## src/rtl/riscv_pkg.sv

```systemverilog
// Shared definitions for the instruction fetch front end: reset vector,
// canonical NOP, fetch FSM encoding and the instruction buffer entry layout.
package riscv_pkg;

    localparam logic [31:0] RESET_PC_DEFAULT = 32'h0000_0000;
    localparam logic [31:0] NOP_INSTR        = 32'h0000_0013;

    typedef enum logic [1:0] {
        S_REQ   = 2'd0,
        S_WAIT  = 2'd1,
        S_FLUSH = 2'd2,
        S_HALT  = 2'd3
    } fetch_state_t;

    typedef struct packed {
        logic [31:0] pc;
        logic [31:0] instr;
    } fetch_entry_t;

endpackage

```

## src/rtl/fetch_fifo.sv

```systemverilog
// Two-entry instruction buffer holding {pc, instruction}; registered head,
// synchronous clear that wins over push and pop.
module fetch_fifo
    import riscv_pkg::*;
(
    input  logic         clk,
    input  logic         rst_n,
    input  logic         clr,
    input  logic         push,
    input  fetch_entry_t push_data,
    input  logic         pop,
    output fetch_entry_t head,
    output logic [1:0]   count
);

    fetch_entry_t mem [2];
    logic         rd_ptr;
    logic         wr_ptr;
    logic [1:0]   cnt;
    logic         do_push;
    logic         do_pop;

    assign do_pop  = pop && (cnt != 2'd0);
    assign do_push = push && ((cnt != 2'd2) || do_pop);

    always_ff @(posedge clk or negedge rst_n) begin
        if (!rst_n) begin
            rd_ptr <= 1'b0;
            wr_ptr <= 1'b0;
            cnt    <= 2'd0;
        end else if (clr) begin
            rd_ptr <= 1'b0;
            wr_ptr <= 1'b0;
            cnt    <= 2'd0;
        end else begin
            if (do_push)
                wr_ptr <= ~wr_ptr;
            if (do_pop)
                rd_ptr <= ~rd_ptr;
            cnt <= cnt + 2'(do_push) - 2'(do_pop);
        end
    end

    // Storage carries no reset; consumers qualify the head with count.
    always_ff @(posedge clk) begin
        if (do_push && !clr)
            mem[wr_ptr] <= push_data;
    end

    assign head  = mem[rd_ptr];
    assign count = cnt;

endmodule

```

## src/rtl/fetch_unit.sv

```systemverilog
// Instruction fetch unit: single-outstanding request engine feeding a
// two-entry buffer, with redirect flush and a sticky misaligned-target halt.
module fetch_unit
    import riscv_pkg::*;
#(
    parameter logic [31:0] RESET_PC   = RESET_PC_DEFAULT,
    parameter int          FIFO_DEPTH = 2
) (
    input  logic        clk,
    input  logic        rst_n,
    output logic        imem_req_valid,
    input  logic        imem_req_ready,
    output logic [31:0] imem_req_addr,
    input  logic        imem_rsp_valid,
    input  logic [31:0] imem_rsp_data,
    output logic        instr_valid,
    input  logic        instr_ready,
    output logic [31:0] instruction,
    output logic [31:0] instr_pc,
    output logic [31:0] pc_plus4,
    input  logic        redirect_valid,
    input  logic [31:0] redirect_pc,
    output logic        misalign_err
);

    localparam logic [1:0] DEPTH = 2'(FIFO_DEPTH);

    fetch_state_t state, state_nxt;
    logic [31:0]  pc, pc_nxt;
    logic [31:0]  req_addr, req_addr_nxt;
    logic         err, err_nxt;
    logic         fifo_push, fifo_clr, fifo_pop;
    logic [1:0]   count;
    logic         head_valid;
    logic         misaligned;
    fetch_entry_t head;

    fetch_fifo u_fifo (
        .clk       (clk),
        .rst_n     (rst_n),
        .clr       (fifo_clr),
        .push      (fifo_push),
        .push_data ({req_addr, imem_rsp_data}),
        .pop       (fifo_pop),
        .head      (head),
        .count     (count)
    );

    assign misaligned     = redirect_pc[1:0] != 2'b00;
    assign head_valid     = count != 2'd0;
    // Gating with rst_n keeps the request quiet while reset is held.
    assign imem_req_valid = rst_n && (state == S_REQ) && (count < DEPTH) && !redirect_valid;
    assign imem_req_addr  = pc;
    assign instr_valid    = head_valid;
    assign instruction    = head_valid ? head.instr : NOP_INSTR;
    assign instr_pc       = head_valid ? head.pc : 32'h0000_0000;
    assign pc_plus4       = instr_pc + 32'd4;
    assign fifo_pop       = head_valid && instr_ready;
    assign misalign_err   = err;

    always_comb begin
        state_nxt    = state;
        pc_nxt       = pc;
        req_addr_nxt = req_addr;
        err_nxt      = err;
        fifo_push    = 1'b0;
        fifo_clr     = 1'b0;
        unique case (state)
            S_REQ: begin
                if (redirect_valid) begin
                    fifo_clr = 1'b1;
                    pc_nxt   = redirect_pc;
                    if (misaligned) begin
                        err_nxt   = 1'b1;
                        state_nxt = S_HALT;
                    end
                end else if (imem_req_valid && imem_req_ready) begin
                    pc_nxt       = pc + 32'd4;
                    req_addr_nxt = pc;
                    state_nxt    = S_WAIT;
                end
            end
            S_WAIT: begin
                if (redirect_valid) begin
                    fifo_clr = 1'b1;
                    pc_nxt   = redirect_pc;
                    err_nxt  = err | misaligned;
                    if (imem_rsp_valid)
                        state_nxt = misaligned ? S_HALT : S_REQ;
                    else
                        state_nxt = S_FLUSH;
                end else if (imem_rsp_valid) begin
                    fifo_push = 1'b1;
                    state_nxt = S_REQ;
                end
            end
            S_FLUSH: begin
                if (redirect_valid) begin
                    fifo_clr = 1'b1;
                    pc_nxt   = redirect_pc;
                    err_nxt  = err | misaligned;
                end
                // A pending misaligned redirect turns the flush into a halt.
                if (imem_rsp_valid)
                    state_nxt = err_nxt ? S_HALT : S_REQ;
            end
            S_HALT: begin
                state_nxt = S_HALT;
            end
        endcase
    end

    always_ff @(posedge clk or negedge rst_n) begin
        if (!rst_n) begin
            state <= S_REQ;
            pc    <= RESET_PC;
            err   <= 1'b0;
        end else begin
            state <= state_nxt;
            pc    <= pc_nxt;
            err   <= err_nxt;
        end
    end

    always_ff @(posedge clk) begin
        req_addr <= req_addr_nxt;
    end

endmodule

```

## config.mk

```make
export PLATFORM = sky130hd
export DESIGN_NAME = fetch_unit
export DESIGN_NICKNAME = d
export VERILOG_FILES = /design/src/rtl/riscv_pkg.sv /design/src/rtl/fetch_fifo.sv /design/src/rtl/fetch_unit.sv
export SDC_FILE = /design/constraint.sdc
export NUM_CORES = 1
export LEC_CHECK = 0
export ABC_AREA = 1
export ABC_CLOCK_PERIOD_IN_PS = 3900
export CORE_MARGIN = 3
export CORE_UTILIZATION = 27
export CTS_CLUSTER_SIZE = 20
export DETAILED_ROUTE_END_ITERATION = 16
export HOLD_SLACK_MARGIN = 0.08
export MAX_ROUTING_LAYER = met4
export SYNTH_ARGS = -nofsm -noshare
export SYNTH_HDL_FRONTEND = slang
export SYNTH_SLANG_ARGS = --single-unit
```

## constraint.sdc

```tcl
create_clock -name clk -period 3.9 [get_ports clk]
set_input_delay 1.17 -clock clk [delete_from_list [all_inputs] [get_ports clk]]
set_output_delay 1.17 -clock clk [all_outputs]
set_load 0.01 [all_outputs]
```

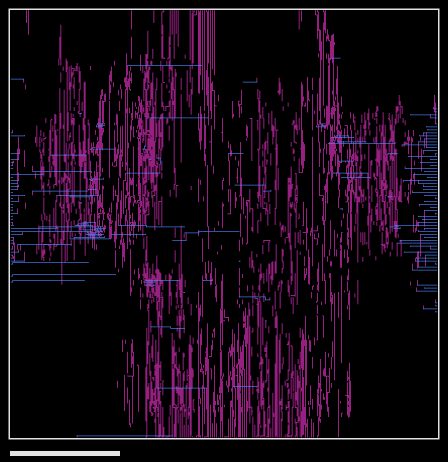
layers.png
Scale bar: 50 um. Two of the layers only.
M2 -> magenta  # wire length 12900 um
M3 -> blue  # wire length 1420 um

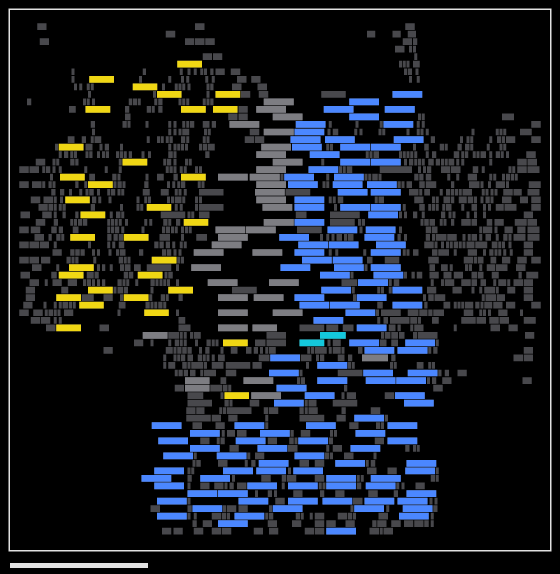
ff_map.png
Scale bar: 50 um.
`u_fifo.count` -> cyan  # placed flops 2
`u_fifo.mem` -> blue  # placed flops 128
`imem_req_addr` -> yellow  # placed flops 32
not colored = 37

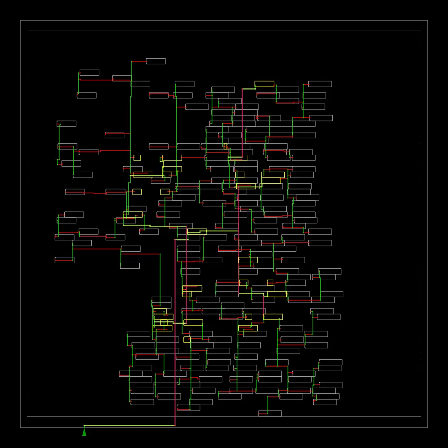
clock_nets.png
final sequential cell count: 199
number of clock sinks: 199
CLK BUF: 17

==> flow_summary.toml <==
# yosys + openroad results
[pwr]
switching_power_mw = 3.837
seq_power_share_pct = 33.5
pg_seq_mw = 3.11
power.density_nw_per_um2 = 705.6
pwr-share-clk_pct = 18.9
p_comb_mw = 4.43
p_total_mw = 9.297
vdd_ir_drop_max_mv = 0.3593
combPwrFrac_pct = 47.6
power_leader = "combinational cells"

[layout]
seq_area_um2 = 5783
mostFrequentLayoutCell = "nand2_1"
layout-drive-gt1-share_pct = 11.10
design_area_um2 = 13180
antenna_cells = 0
comb_area_um2 = 3523
fillers = 3518
finalNetCount = 1364
lay_top_cells = "nand2_1 (369), clkdlybuf4s50_1 (181), edfxtp_1 (160)"

[grt]
grt_pass1_wl_mm = 42.97
grt_pass1_vias = 7544
grt_overflow = 0
grt_usage_pct = 14.75
antenna_found_initial = 0

[detailed_routing]
antenna_left = 0
drt-initial-drc-count = 483
vias_per_cell = 4.488
drc = 0
drt_pass1_iterations = 5

[min_path]
hold_depth = 0
min_path_type = "register to register"
min_from = "req_addr[27]"

[critical_path]
cp.arrival_ns = 2.64
r2r_slack_ns = 1.71
start_kind = "register"
endpoint = "pc_plus4[21]"
crit_buf_inv = 3
critPathSlowestCell = "clkdlybuf4s50_1"
max_stage_delay_ns = 0.54
cp_top_family = "simple AND/OR/NAND/NOR gates"
cp-end-kind = "primary output"
crit_start = "u_fifo.rd_ptr"
reg2reg_to = "imem_req_addr[4]"
crit_cells = 11
rr_startpoint = "state[0]"
path_class = "register to primary output"

[final_timing]
worst_pin_slew_ns = 0.5951
period_used_pct = 97.65
worst_slack_ns = 0.09183
max_clock_freq_mhz = 262.6
fin_skew_ns = 0.01776
hold_viol = 0
relSlewSlack_pct = 60.33

[yosys]
synth_cell_types = 35
ys_seq_elements = 199
top_cell_area_share_pct = 49.81
yosys_area_um2 = 9647
yosys.area.top_type = "edfxtp_1"
avgSynthCellArea_um2 = 8.990
mux_share_pct = 0
syn_area_um2 = 9647
syn_inst = 1073
yosysWarningCount = 0
aoi_share_pct = 5.071
xor_area_share_pct = 1.453
floorplan.nets = 1152
synthTopCellsByCount = "nand2_1 (387), edfxtp_1 (160), nor2_1 (124), inv_1 (95), nand3_1 (75)"

[die]
die-area_um2 = 38030
die_y_um = 195.0
io_pins = 201
fp_util_pct = 27.65
num_rows = 68

[cts]
clockRootBuffer = "clkbuf_16"
worstSkewPairLatency_ns = 0.44
cts_hold_buffers = 0

[run]
openroad.warnings = 31
max_cap_violations = 0

[placement]
dp_slack_ns = 0.1951
post_dp_cell_area_um2 = 12230
post-place-cells = 1711
gp_congestion = 0.8587

[outcome]
outcome = "finished clean"
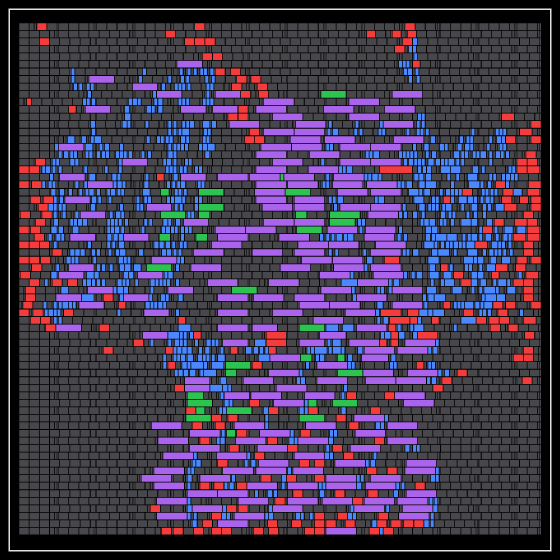
class_map.png
Fill, decap, tap and diode cells in gray.
remaining buffers and delay cells -> red  # cells 229, share of their area 19%
registers -> purple  # cells 199, share of their area 46%
clock drivers and dummy loads -> green  # cells 31, share of their area 4.6%
remaining logic cells -> blue  # cells 838, share of their area 31%

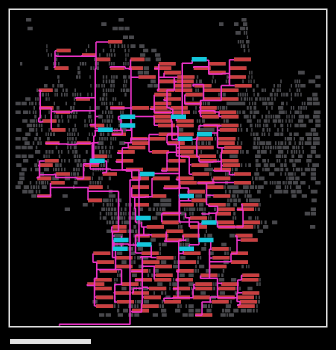
clock_wires.png
Scale bar: 50 um.
clock wires -> magenta  # length 2330 um
flip-flops -> red  # count 199
clock-net drivers -> cyan  # count 17
routed clock nets = 18

==> flip-flops by register name (all words and copies together), names as in the netlist <==
| signal | count |
|---|---|
| u_fifo.wr_ptr | 1 |
| u_fifo.mem | 128 |
| state | 2 |
| u_fifo.count | 2 |
| imem_req_addr | 32 |
| misalign_err | 1 |
| req_addr | 32 |
| u_fifo.rd_ptr | 1 |
==> routing by layer <==
metal	global-route usage, %	vias to the layer above	part of all wire, %
met5	-	-	0
met4	3.776	0	1.2
met3	2.295	18	5.1
met2	23.18	232	46
met1	20.09	3696	47
li1	-	3917	-
==> layout make-up <==
class | instances | area share [%]
clock buffer | 17 | 3.229
multi-input combinational | 740 | 26.74
sequential | 199 | 43.89
timing repair buffer | 229 | 17.79
inverter | 98 | 2.820
clock inverter | 14 | 1.215
tap | 455 | 4.321
No activity file was given, so power comes from the tool's default toggle rates.
